### config.mk
export PLATFORM = sky130hd
export DESIGN_NAME = pong_objects
export DESIGN_NICKNAME = d
export VERILOG_FILES = /design/src/rtl/pong_objects.sv
export SDC_FILE = /design/constraint.sdc
export NUM_CORES = 1
export LEC_CHECK = 0
export ABC_AREA = 1
export CAP_MARGIN = 40
export CORE_MARGIN = 2
export CORE_UTILIZATION = 50
export DETAILED_ROUTE_END_ITERATION = 8
export PLACE_DENSITY = 0.75
export SLEW_MARGIN = 10
export SYNTH_ARGS = -nofsm -noshare
export SYNTH_HDL_FRONTEND = slang
export SYNTH_SLANG_ARGS = --single-unit
### constraint.sdc
create_clock -name i_clk -period 2.6 [get_ports i_clk]
set_input_delay 0.26 -clock i_clk [delete_from_list [all_inputs] [get_ports i_clk]]
set_output_delay 0.26 -clock i_clk [all_outputs]
set_load 0.01 [all_outputs]
### src/rtl/pong_objects.sv
// Pong game-object stage: overlays the ball and paddles on the background and runs the per-frame game update.
// Optional `PONG_AI_EN makes the right paddle track the ball instead of following its buttons.
module pong_objects #(
  parameter int          H_ACTIVE      = 480,
  parameter int          V_ACTIVE      = 272,
  parameter int          BALL_SIZE     = 8,
  parameter int          PADDLE_W      = 8,
  parameter int          PADDLE_H      = 48,
  parameter int          PADDLE_MARGIN = 16,
  parameter int          BALL_STEP     = 2,
  parameter int          PADDLE_STEP   = 4,
  parameter int          SERVE_FRAMES  = 60,
  parameter logic [23:0] BALL_COLOR    = 24'hFFFFFF,
  parameter logic [23:0] PADDLE_COLOR  = 24'h00FF00
) (
  input  logic        i_clk,
  input  logic        i_rst,
  input  logic [8:0]  i_x,
  input  logic [8:0]  i_y,
  input  logic [23:0] i_bg_rgb,
  input  logic        i_bg_valid,
  input  logic        i_l_up,
  input  logic        i_l_down,
  input  logic        i_r_up,
  input  logic        i_r_down,
  output logic [23:0] o_rgb,
  output logic        o_valid,
  output logic        o_frame,
  output logic [3:0]  o_score_l,
  output logic [3:0]  o_score_r,
  output logic        o_game_over
);

  localparam logic [8:0] BALL_X0 = 9'(H_ACTIVE/2 - BALL_SIZE/2);
  localparam logic [8:0] BALL_Y0 = 9'(V_ACTIVE/2 - BALL_SIZE/2);
  localparam logic [8:0] PAD_Y0  = 9'((V_ACTIVE - PADDLE_H)/2);
  localparam logic [9:0] PLX     = 10'(PADDLE_MARGIN);
  localparam logic [9:0] PRX     = 10'(H_ACTIVE - PADDLE_MARGIN - PADDLE_W);
  localparam logic [9:0] PW      = 10'(PADDLE_W);
  localparam logic [9:0] PH      = 10'(PADDLE_H);
  localparam logic [9:0] BS      = 10'(BALL_SIZE);
  localparam logic [9:0] L_HIT   = 10'(PADDLE_MARGIN + PADDLE_W);
  localparam logic [9:0] R_HIT   = 10'(H_ACTIVE - PADDLE_MARGIN - PADDLE_W - BALL_SIZE);
  localparam logic [9:0] X_MAX   = 10'(H_ACTIVE - BALL_SIZE);
  localparam logic [9:0] Y_MAX   = 10'(V_ACTIVE - BALL_SIZE);
  localparam logic [9:0] P_MAX   = 10'(V_ACTIVE - PADDLE_H);
  localparam logic [9:0] B_STEP  = 10'(BALL_STEP);
  localparam logic [9:0] P_STEP  = 10'(PADDLE_STEP);
  localparam logic [7:0] SERVE_LAST = 8'(SERVE_FRAMES - 1);

  typedef enum logic [4:0] {
    S_IDLE    = 5'b00001,
    S_PADDLES = 5'b00010,
    S_BALL_X  = 5'b00100,
    S_BALL_Y  = 5'b01000,
    S_SCORE   = 5'b10000
  } seq_t;

  typedef enum logic [1:0] {M_SERVE, M_PLAY, M_OVER} mode_t;

  seq_t       seq, seq_n;
  mode_t      mode, mode_n;
  logic [7:0] serve_cnt, serve_cnt_n;
  logic [8:0] bx, bx_n, by, by_n, ply, ply_n, pry, pry_n;
  logic       dx, dx_n, dy, dy_n;
  logic       miss_l, miss_l_n, miss_r, miss_r_n;
  logic [3:0] score_l_n, score_r_n;
  logic       corner, corner_d, frame_evt;
  logic       r_up, r_down;

  logic [9:0] bx10, by10, ply10, pry10, x10, y10;
  assign bx10  = {1'b0, bx};
  assign by10  = {1'b0, by};
  assign ply10 = {1'b0, ply};
  assign pry10 = {1'b0, pry};
  assign x10   = {1'b0, i_x};
  assign y10   = {1'b0, i_y};

  assign corner    = (i_x == 9'(H_ACTIVE - 1)) && (i_y == 9'(V_ACTIVE - 1));
  assign frame_evt = corner && !corner_d;

`ifdef PONG_AI_EN
  localparam logic [9:0] BS_HALF = 10'(BALL_SIZE/2);
  localparam logic [9:0] PH_HALF = 10'(PADDLE_H/2);
  assign r_up   = (by10 + BS_HALF) < (pry10 + PH_HALF);
  assign r_down = (by10 + BS_HALF) > (pry10 + PH_HALF);
`else
  assign r_up   = i_r_up;
  assign r_down = i_r_down;
`endif

  function automatic logic [8:0] paddle_next(input logic [8:0] y, input logic up, input logic down);
    logic [9:0] y10;
    y10 = {1'b0, y};
    paddle_next = y;
    if (up && !down)
      paddle_next = (y10 < P_STEP) ? '0 : 9'(y10 - P_STEP);
    else if (down && !up)
      paddle_next = (y10 + P_STEP > P_MAX) ? P_MAX[8:0] : 9'(y10 + P_STEP);
  endfunction

  logic l_overlap, r_overlap;
  assign l_overlap = (by10 + BS > ply10) && (by10 < ply10 + PH);
  assign r_overlap = (by10 + BS > pry10) && (by10 < pry10 + PH);

  always_comb begin
    seq_n       = seq;
    mode_n      = mode;
    serve_cnt_n = serve_cnt;
    bx_n        = bx;
    by_n        = by;
    dx_n        = dx;
    dy_n        = dy;
    ply_n       = ply;
    pry_n       = pry;
    miss_l_n    = miss_l;
    miss_r_n    = miss_r;
    score_l_n   = o_score_l;
    score_r_n   = o_score_r;
    case (seq)
      S_IDLE: if (frame_evt) seq_n = S_PADDLES;
      S_PADDLES: begin
        seq_n = S_BALL_X;
        if (mode != M_OVER) begin
          ply_n = paddle_next(ply, i_l_up, i_l_down);
          pry_n = paddle_next(pry, r_up, r_down);
        end
      end
      S_BALL_X: begin
        seq_n = S_BALL_Y;
        if (mode == M_PLAY) begin
          if (!dx) begin
            if (bx10 <= L_HIT && l_overlap) begin
              bx_n = L_HIT[8:0];
              dx_n = 1'b1;
            end else if (bx10 < B_STEP) miss_l_n = 1'b1;
            else bx_n = 9'(bx10 - B_STEP);
          end else begin
            if (bx10 >= R_HIT && r_overlap) begin
              bx_n = R_HIT[8:0];
              dx_n = 1'b0;
            end else if (bx10 + B_STEP > X_MAX) miss_r_n = 1'b1;
            else bx_n = 9'(bx10 + B_STEP);
          end
        end
      end
      S_BALL_Y: begin
        seq_n = S_SCORE;
        if (mode == M_PLAY) begin
          if (!dy) begin
            if (by10 < B_STEP) begin
              by_n = '0;
              dy_n = 1'b1;
            end else by_n = 9'(by10 - B_STEP);
          end else begin
            if (by10 + B_STEP > Y_MAX) begin
              by_n = Y_MAX[8:0];
              dy_n = 1'b0;
            end else by_n = 9'(by10 + B_STEP);
          end
        end
      end
      S_SCORE: begin
        seq_n = S_IDLE;
        if (mode == M_SERVE) begin
          if (serve_cnt == SERVE_LAST) begin
            serve_cnt_n = '0;
            mode_n      = M_PLAY;
          end else serve_cnt_n = serve_cnt + 8'd1;
        end else if (mode == M_PLAY && (miss_l || miss_r)) begin
          miss_l_n = 1'b0;
          miss_r_n = 1'b0;
          bx_n     = BALL_X0;
          by_n     = BALL_Y0;
          mode_n   = M_SERVE;
          // The serve heads toward the player who just conceded.
          if (miss_l) begin
            score_r_n = o_score_r + 4'd1;
            dx_n      = 1'b0;
            if (o_score_r == 4'd8) mode_n = M_OVER;
          end else begin
            score_l_n = o_score_l + 4'd1;
            dx_n      = 1'b1;
            if (o_score_l == 4'd8) mode_n = M_OVER;
          end
        end
      end
      default: seq_n = S_IDLE;
    endcase
  end

  always_ff @(posedge i_clk) begin
    if (i_rst) begin
      seq       <= S_IDLE;
      mode      <= M_SERVE;
      serve_cnt <= '0;
      bx        <= BALL_X0;
      by        <= BALL_Y0;
      dx        <= 1'b1;
      dy        <= 1'b1;
      ply       <= PAD_Y0;
      pry       <= PAD_Y0;
      miss_l    <= 1'b0;
      miss_r    <= 1'b0;
      o_score_l <= '0;
      o_score_r <= '0;
      corner_d  <= 1'b0;
      o_frame   <= 1'b0;
    end else begin
      seq       <= seq_n;
      mode      <= mode_n;
      serve_cnt <= serve_cnt_n;
      bx        <= bx_n;
      by        <= by_n;
      dx        <= dx_n;
      dy        <= dy_n;
      ply       <= ply_n;
      pry       <= pry_n;
      miss_l    <= miss_l_n;
      miss_r    <= miss_r_n;
      o_score_l <= score_l_n;
      o_score_r <= score_r_n;
      corner_d  <= corner;
      o_frame   <= frame_evt;
    end
  end

  assign o_game_over = (mode == M_OVER);

  logic in_ball, in_pad;
  assign in_ball = (mode != M_OVER) &&
                   (x10 >= bx10) && (x10 < bx10 + BS) && (y10 >= by10) && (y10 < by10 + BS);
  assign in_pad  = ((x10 >= PLX) && (x10 < PLX + PW) && (y10 >= ply10) && (y10 < ply10 + PH)) ||
                   ((x10 >= PRX) && (x10 < PRX + PW) && (y10 >= pry10) && (y10 < pry10 + PH));

  always_ff @(posedge i_clk) begin
    if (i_rst) begin
      o_rgb   <= '0;
      o_valid <= 1'b0;
    end else begin
      o_rgb   <= in_ball ? BALL_COLOR : (in_pad ? PADDLE_COLOR : i_bg_rgb);
      o_valid <= i_bg_valid;
    end
  end

endmodule
Fig. 1: the metal 1 layer
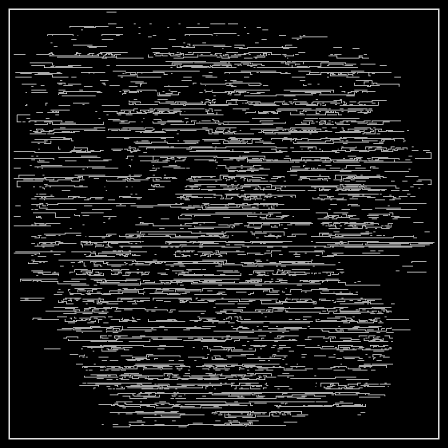
share of all routed wire: 44%
nets with wire on the layer: 1208

Fig. 2: metal 2
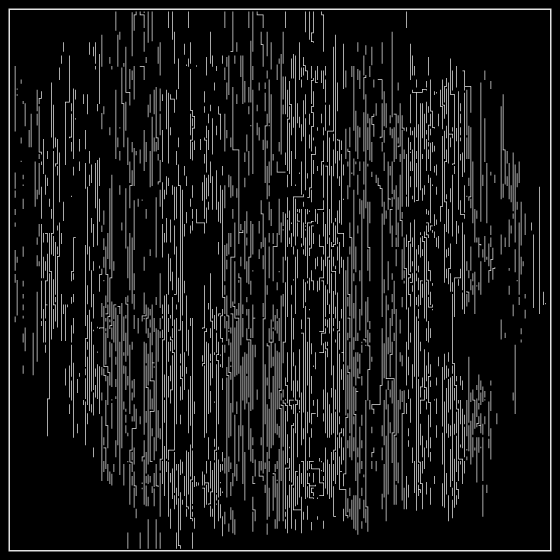
nets with wire on the layer: 1044
main direction: vertical
longest straight run: 50.7 um
share of all routed wire: 47%
wire length on this layer: 9220 um

Fig. 3: metal 3
Scale bar: 20 um.
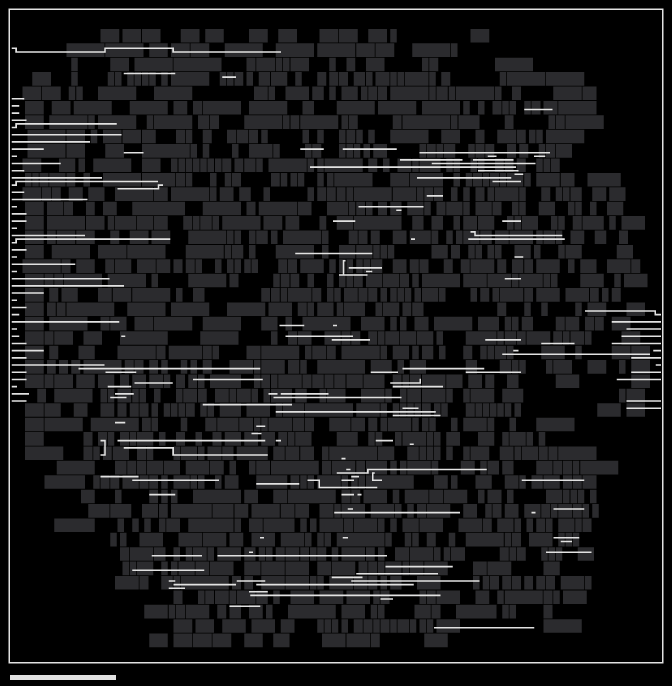
main direction: horizontal
share of all routed wire: 7.2%
longest straight run: 38.6 um

==> out/results.tsv <==
metric	value	unit
drive_above_1_share	15.44	%
power_leakage	0.004174	uW
antenna_cells	0	
syn2layout_area_growth	28.28	%
swShare	26.41	%
endpoint	bx[1]$_SDFFE_PP0P_	
fp_nets	1165	
rows	43	
path_depth	19	
p_switching	778.4	uW
top_area_cell	dfxtp_1	
setup_ws	-0.0004243	ns
outcome	finished, violations left	
cp.required	2.83	ns
nNetsFinal	1302	
startpoint	by[4]$_SDFFE_PP0P_	
setup_viol	1	
violations	negative setup slack	
drc	0	
grt_pass1_wl	32100	um
avgSynthCellArea	6.983	um^2
ys_cells	1017	
crit_buf_inv	3	
Fig. 4: the metal 4 layer
Scale bar: 20 um.
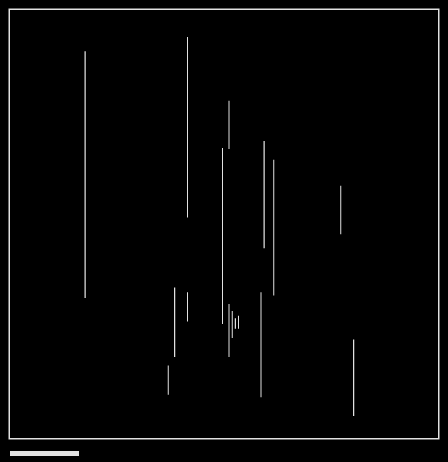
main direction: vertical
wire length on this layer: 386 um
share of all routed wire: 2.0%

Fig. 5: routing congestion
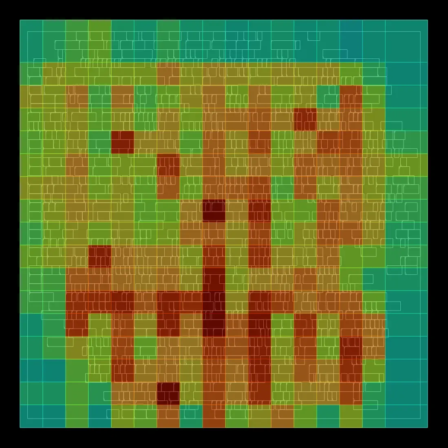
gr usage total: 26.52%
Finished Core Util: 65.63%
DR WL/cell: 14.76 um
met2 Use GR: 44.06%

## layout make-up
cell class	count	area [um^2]	area share (%)
repair buffers	151	1400	15.37
clock inverters	7	60.06	0.6592
clock buffers	9	225.2	2.472
multi-input cells	769	4985	54.72
flip-flops and latches	84	1690	18.56
inverters	139	524.3	5.755
well taps	180	225.2	2.472
## registers in the layout, summed over array words and instances (netlist names)
register   flops
o_rgb         24
bx             8
by             8
serve_cnt      8
ply            7
pry            7
seq            5
o_score_l      4
o_score_r      4
mode           2
corner_d       1
dx             1
dy             1
miss_l         1
miss_r         1
o_frame        1
o_valid        1
## synth_stat cells (4+ instances only)
cell type / count
a21oi_1: 79
a21oi_2: 13
buf_2: 8
buf_4: 6
clkbuf_1: 8
dfxtp_1: 84
ha_1: 99
inv_1: 130
inv_2: 6
nand2_1: 188
nand2_2: 9
nand3_1: 68
nand3_2: 7
nand4_1: 20
nor2_1: 93
nor2_2: 8
nor2_4: 4
nor3_1: 18
nor4_1: 7
o2111ai_1: 5
o211ai_1: 8
o21a_1: 4
o21ai_0: 48
o21ai_1: 9
o21ai_2: 5
o21bai_1: 4
xnor2_1: 6
xor2_1: 40
## metal layers
layer	wire, um	vias to the layer above
li1	-	3671
met1	8736	3328
met2	9214	257
met3	1430	36
met4	385	0
met5	0	-
## tightest hold or removal path, delay by kind of cell
family / cells / cell delay [ns]
simple gates: 1 / 0.10
buf+inv: 2 / 0.27
## logic make-up (layout without fill, tap and decap cells)
group / count (synthesis) / in the layout / synth area share, %
AOI/OAI and AO/OA: 188 / 188 / 15.63
xor gates and xnor gates: 46 / 46 / 5.673
adders and majority gates: 99 / 99 / 17.44
buffers and inverters: 165 / 306 / 9.496
DFF: 84 / 84 / 23.68
and+or+nand+nor: 435 / 436 / 28.08
## metrics by stage
step	setup WS (ns)	hold WS, ns
2_1_floorplan	0.05454	0.3670
6_report	-0.0004243	0.3223
4_1_cts	-0.003896	0.3130
5_1_grt	-0.1878	0.3425
3_3_place_gp	-0.01231	0.4296
3_5_place_dp	-0.08767	0.4416
## worst min path at each step
stage | from | to | slack, ns | cells past startpoint
2_1_floorplan | i_bg_valid | o_valid$_SDFF_PP0_ | 0.37 | 2
3_3_place_gp | corner_d$_SDFF_PP0_ | seq[1]$_SDFFE_PP0P_ | 0.43 | 1
3_5_place_dp | corner_d$_SDFF_PP0_ | seq[1]$_SDFFE_PP0P_ | 0.44 | 1
4_1_cts | i_rst | by[7]$_SDFFE_PP1P_ | 0.31 | 3
5_1_grt | i_rst | by[7]$_SDFFE_PP1P_ | 0.34 | 3
6_report | i_rst | by[2]$_SDFFE_PP1P_ | 0.32 | 3
## power by group through the flow
stage	sequential [uW]	clock (uW)	combinational, uW
global route	1320	1330	422
CTS	1320	1270	367
floorplan	1360	0	149
detailed placement	1350	0	364
global placement	1350	0	356
finish	1320	1250	381
## repair_timing
action | 4_1_cts | 5_1_grt
setup buffers | 1 | 4
pin swaps | 2 | 23
gates cloned | 0 | 2
endpoints found under the setup margin | 10 | 34
resized | 10 | 47
endpoints found under the hold margin | 0 | 0
Power is estimated from default activity; no workload was simulated.
